==> config.mk <==
export PLATFORM = sky130hd
export DESIGN_NAME = uart_tx_ctrl
export DESIGN_NICKNAME = d
export VERILOG_FILES = /design/src/rtl/uart_tx_ctrl_pkg.sv /design/src/rtl/uart_tx_ctrl_baud_gen.sv /design/src/rtl/uart_tx_ctrl.sv
export SDC_FILE = /design/constraint.sdc
export NUM_CORES = 1
export LEC_CHECK = 0
export CAP_MARGIN = 10
export CORE_MARGIN = 3
export CORE_UTILIZATION = 40
export CTS_CLUSTER_SIZE = 12
export DETAILED_ROUTE_END_ITERATION = 10
export DONT_BUFFER_PORTS = 1
export GPL_TIMING_DRIVEN = 0
export PLACE_DENSITY = 0.52
export SYNTH_ARGS = -nofsm -noshare
export SYNTH_HDL_FRONTEND = slang
export SYNTH_HIERARCHICAL = 1
export SYNTH_SLANG_ARGS = --single-unit
export TNS_END_PERCENT = 20
==> constraint.sdc <==
create_clock -name clk_i -period 5.7 [get_ports clk_i]
set_input_delay 1.14 -clock clk_i [delete_from_list [all_inputs] [get_ports clk_i]]
set_output_delay 1.14 -clock clk_i [all_outputs]
set_load 0.005 [all_outputs]
==> src/rtl/uart_tx_ctrl_pkg.sv <==
// Shared types and helpers for the UART transmit path: FSM state encoding
// and the baud divider calculation.
package uart_tx_ctrl_pkg;

    typedef enum logic [2:0] {
        ST_IDLE,
        ST_START,
        ST_DATA,
        ST_PARITY,
        ST_STOP
    } state_t;

    // Clock cycles per serial bit; the caller guarantees the result is >= 2.
    function automatic int calc_div(input int clk_freq, input int baud_rate);
        return clk_freq / baud_rate;
    endfunction

endpackage

==> src/rtl/uart_tx_ctrl_baud_gen.sv <==
// Bit-period counter: runs 0..DIV-1 and flags the last cycle of each bit.
// Held at zero while clr_i is high so a frame always starts on a fresh count.
module uart_baud_gen #(
    parameter int DIV = 4
) (
    input  logic clk_i,
    input  logic rst_i,
    input  logic clr_i,
    output logic bit_end_o
);

    localparam int              CW   = (DIV > 1) ? $clog2(DIV) : 1;
    localparam logic [CW-1:0]   LAST = CW'(DIV - 1);

    logic [CW-1:0] r_cnt;

    // NOTE: sequential state is assigned with non-blocking (<=) so every flop
    // samples pre-edge values regardless of process evaluation order.
    always_ff @(posedge clk_i or posedge rst_i) begin
        if (rst_i) begin
            r_cnt <= '0;
        end else if (clr_i || (r_cnt == LAST)) begin
            r_cnt <= '0;
        end else begin
            r_cnt <= r_cnt + 1'b1;
        end
    end

    assign bit_end_o = (r_cnt == LAST) && !clr_i;

endmodule

==> src/rtl/uart_tx_ctrl.sv <==
// UART transmit serializer fed by a FIFO read port: pops a word when idle,
// then sends start, data (LSB first), optional parity and 1..2 stop bits.
module uart_tx_ctrl
    import uart_tx_ctrl_pkg::*;
#(
    parameter int FIFO_WIDTH = 8,
    parameter int CLK_FREQ   = 50000000,
    parameter int BAUD_RATE  = 115200,
    parameter int PARITY_EN  = 0,
    parameter int PARITY_ODD = 0,
    parameter int STOP_BITS  = 1
) (
    input  logic                  clk_i,
    input  logic                  rst_i,
    input  logic                  empty_i,
    input  logic                  rd_valid_i,
    input  logic [FIFO_WIDTH-1:0] rd_vdata_i,
    output logic                  rd_en_o,
    output logic                  tx_o,
    output logic                  busy_o,
    output logic                  tx_done_o
);

    localparam int            DIV       = calc_div(CLK_FREQ, BAUD_RATE);
    localparam int            CW        = $clog2(FIFO_WIDTH + 1);
    localparam logic [CW-1:0] LAST_DATA = CW'(FIFO_WIDTH - 1);
    localparam logic [CW-1:0] LAST_STOP = CW'(STOP_BITS - 1);
    localparam state_t        ST_AFTER_DATA = (PARITY_EN != 0) ? ST_PARITY : ST_STOP;

    state_t                  r_state,   w_state_nxt;
    logic [FIFO_WIDTH-1:0]   r_shift,   w_shift_nxt;
    logic [CW-1:0]           r_bit_cnt, w_bit_cnt_nxt;
    logic                    r_parity,  w_parity_nxt;
    logic                    r_tx,      w_tx_nxt;
    logic                    r_done,    w_done_nxt;
    logic                    w_bit_end;
    logic                    w_baud_clr;

    // Counter is parked at zero in IDLE, which doubles as the clear at capture.
    assign w_baud_clr = (r_state == ST_IDLE);

    uart_baud_gen #(
        .DIV (DIV)
    ) u_baud_gen (
        .clk_i     (clk_i),
        .rst_i     (rst_i),
        .clr_i     (w_baud_clr),
        .bit_end_o (w_bit_end)
    );

    always_ff @(posedge clk_i or posedge rst_i) begin
        if (rst_i) begin
            r_state   <= ST_IDLE;
            r_shift   <= '0;
            r_bit_cnt <= '0;
            r_parity  <= 1'b0;
            r_tx      <= 1'b1;
            r_done    <= 1'b0;
        end else begin
            r_state   <= w_state_nxt;
            r_shift   <= w_shift_nxt;
            r_bit_cnt <= w_bit_cnt_nxt;
            r_parity  <= w_parity_nxt;
            r_tx      <= w_tx_nxt;
            r_done    <= w_done_nxt;
        end
    end

    // NOTE: every output of this block gets a default first, so no path can
    // leave a signal unassigned and infer a latch.
    always_comb begin
        w_state_nxt   = r_state;
        w_shift_nxt   = r_shift;
        w_bit_cnt_nxt = r_bit_cnt;
        w_parity_nxt  = r_parity;
        w_tx_nxt      = r_tx;
        w_done_nxt    = 1'b0;

        case (r_state)
            ST_IDLE: begin
                if (rd_valid_i) begin
                    w_state_nxt   = ST_START;
                    w_shift_nxt   = rd_vdata_i;
                    w_parity_nxt  = (^rd_vdata_i) ^ 1'(PARITY_ODD);
                    w_bit_cnt_nxt = '0;
                    w_tx_nxt      = 1'b0;
                end
            end
            ST_START: begin
                if (w_bit_end) begin
                    w_state_nxt = ST_DATA;
                    w_tx_nxt    = r_shift[0];
                end
            end
            ST_DATA: begin
                if (w_bit_end) begin
                    if (r_bit_cnt == LAST_DATA) begin
                        w_state_nxt   = ST_AFTER_DATA;
                        w_bit_cnt_nxt = '0;
                        w_tx_nxt      = (PARITY_EN != 0) ? r_parity : 1'b1;
                    end else begin
                        // r_shift[1] is the bit that becomes the LSB after this shift.
                        w_shift_nxt   = r_shift >> 1;
                        w_bit_cnt_nxt = r_bit_cnt + 1'b1;
                        w_tx_nxt      = r_shift[1];
                    end
                end
            end
            ST_PARITY: begin
                if (w_bit_end) begin
                    w_state_nxt = ST_STOP;
                    w_tx_nxt    = 1'b1;
                end
            end
            ST_STOP: begin
                if (w_bit_end) begin
                    if (r_bit_cnt == LAST_STOP) begin
                        w_state_nxt   = ST_IDLE;
                        w_bit_cnt_nxt = '0;
                        w_done_nxt    = 1'b1;
                    end else begin
                        w_bit_cnt_nxt = r_bit_cnt + 1'b1;
                    end
                end
            end
            default: begin
                w_state_nxt = ST_IDLE;
                w_tx_nxt    = 1'b1;
            end
        endcase
    end

    assign rd_en_o   = (r_state == ST_IDLE) && !empty_i && !rst_i;
    assign tx_o      = r_tx;
    assign busy_o    = (r_state != ST_IDLE);
    assign tx_done_o = r_done;

    // A FIFO handshake while a frame is in flight means the upstream ignored rd_en_o.
    ap_valid_only_idle: assert property (
        @(posedge clk_i) disable iff (rst_i) rd_valid_i |-> (r_state == ST_IDLE)
    );

endmodule
Metal 3:
(6 px per um)
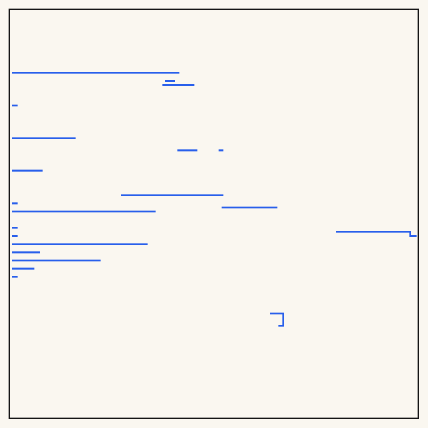
- main direction: horizontal
- longest straight run: 27.6 um
total routed wirelength: 2900 um
met3 usage: 5.58%
vias: 1,099

Register map, names as in the netlist:
(8 px per um) Other sequential cells in the stronger grey, the rest of the logic in the fainter grey.
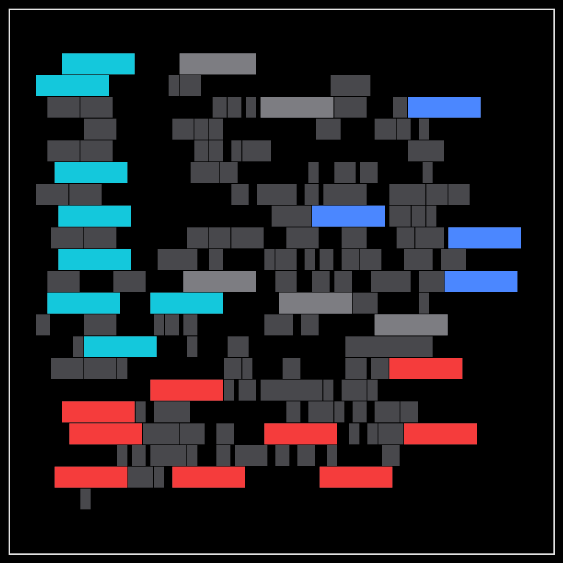
- `r_bit_cnt`: blue (flops 4; where middle right)
- `u_baud_gen/r_cnt`: red (flops 9)
- `r_shift`: cyan (flops 8)
fin util: 47.2%
Seq/total area: 39.2%

==> impl_metrics.toml <==
# implementation run metrics
[routing]
viasPerCell = 5.61
dr_wl_met2_um = 1230
drtPass1Iterations = 4
drc = 0
first_iter_violations = 61

[logic_synthesis]
postSynthCellCount = 146
yosys_cells = 146
top_cells_by_area = "dfrtp_1, mux2_2, ha_1"
synthFlopType = "dfrtp_1"
aoi_share_pct = 14.4
synthAdderAreaFrac_pct = 3.26
synth_warnings = 6
fp_nets = 162
common_cells = "dfrtp_1, mux2_2, inv_1, nor2_1, o21ai_0"
ys_seq_share_pct = 42.5
edf_count = 0
yosysUniqueCellTypes = 50
syn_area_per_cell_sq_um = 10.5
synth_top_area_share_pct = 40.8
yosys.cell_count.top_type = "dfrtp_1"
synth_chip_area_sq_um = 1530

[floorplan]
fp.dieW_um = 67.9
core_sq_um = 3520
die_y_um = 67.9
rows = 21
die_area_sq_um = 4610
fp_util_pct = 43.6

[status]
status = "finished clean"

[critical_path]
rrSetupSlack_ns = 2.46
endpoint = "r_shift[5]$_DFFE_PP0P_"
slowest_stage = "nor4_1"
crit_type = "flip-flop to flip-flop"
path_max_fanout = 10
critPathBufInv = 2
timing.rr.start = "r_state[2]$_DFFE_PP0P_"
required_ns = 5.87
slowest_delay_ns = 0.84
critical_path.startpoint = "r_state[2]$_DFFE_PP0P_"
worst-r2r-cell-count = 7
worstPathArrival_ns = 3.40

[power_and_ir_drop]
powerDensity_nw_per_um2 = 480
p_int_w = 0.000507
maxPowerGroup = "registers"
power_w = 0.000798
peakVddDrop_mv = 0.228
pg_seq_w = 0.000332
switchingPower_w = 0.000291
clock_power_w = 0.000155

[finish]
antenna_cells = 0
dominant_cells = "multi-input combinational cells"
layout_top_cell = "dfrtp_1"
nets = 167
final_cell_mix = "dfrtp_1, mux2_2, inv_1, nor2_1, o21ai_0"
fillCellCount = 352
num-nonclk-buffers = 5
clock_area_share_pct = 4.29
stdcell_count = 196
sh_comb_area_pct = 47.1
clkbuf_count = 3
seqCellArea_sq_um = 652
num-nonclk-inverters = 12
seq_cells = 26

[timing]
slew_viol_final = 0
holdWs_ns = 0.514
skew_ns = 0.00559
finalSetupViolations = 0
grt_setup_unrepaired = "no"
max_freq_ghz = 0.309
max_slew_margin_pct = 36.8
period_minus_slack_ns = 3.24

[clock_tree]
root_buffer = "clkbuf_8"
cts_resized = 0
cts_setup_buffers = 0
cts_buffers = 3
insertion_delay_ns = 0.28

[job]
tool_warnings = 28

[global_routing]
grt_pass1_wl_um = 5070
use_met2_pct = 21.7

[place]
placed_cells = 192
post-place-ws_ns = 2.46
dp_hpwl_um = 2120

[hold_path]
hold_end = "r_shift[3]$_DFFE_PP0P_"
min_from = "r_shift[3]$_DFFE_PP0P_"
Cell classes on the final placement:
(4 px per um)
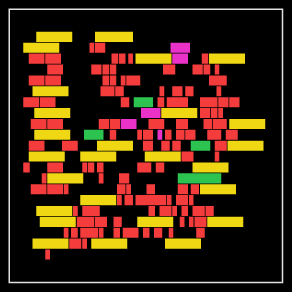
- other buffers and delay cells: magenta (cells 5)
- clock drivers and dummy loads: green (cells 4)
- combinational and other logic: red (cells 115)
- flops: yellow (cells 26)

Signal wires by layer:
(6 px per um) Two of the layers only.
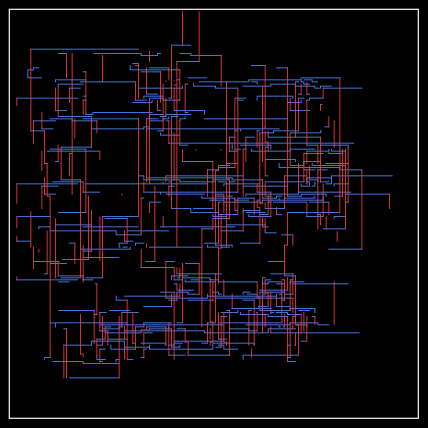
- metal 1: blue (wire length 1,480 um)
- metal 2: red (wire length 1,230 um)
WL/cell: 14.8 um
GRT Overall Usage: 14.5%

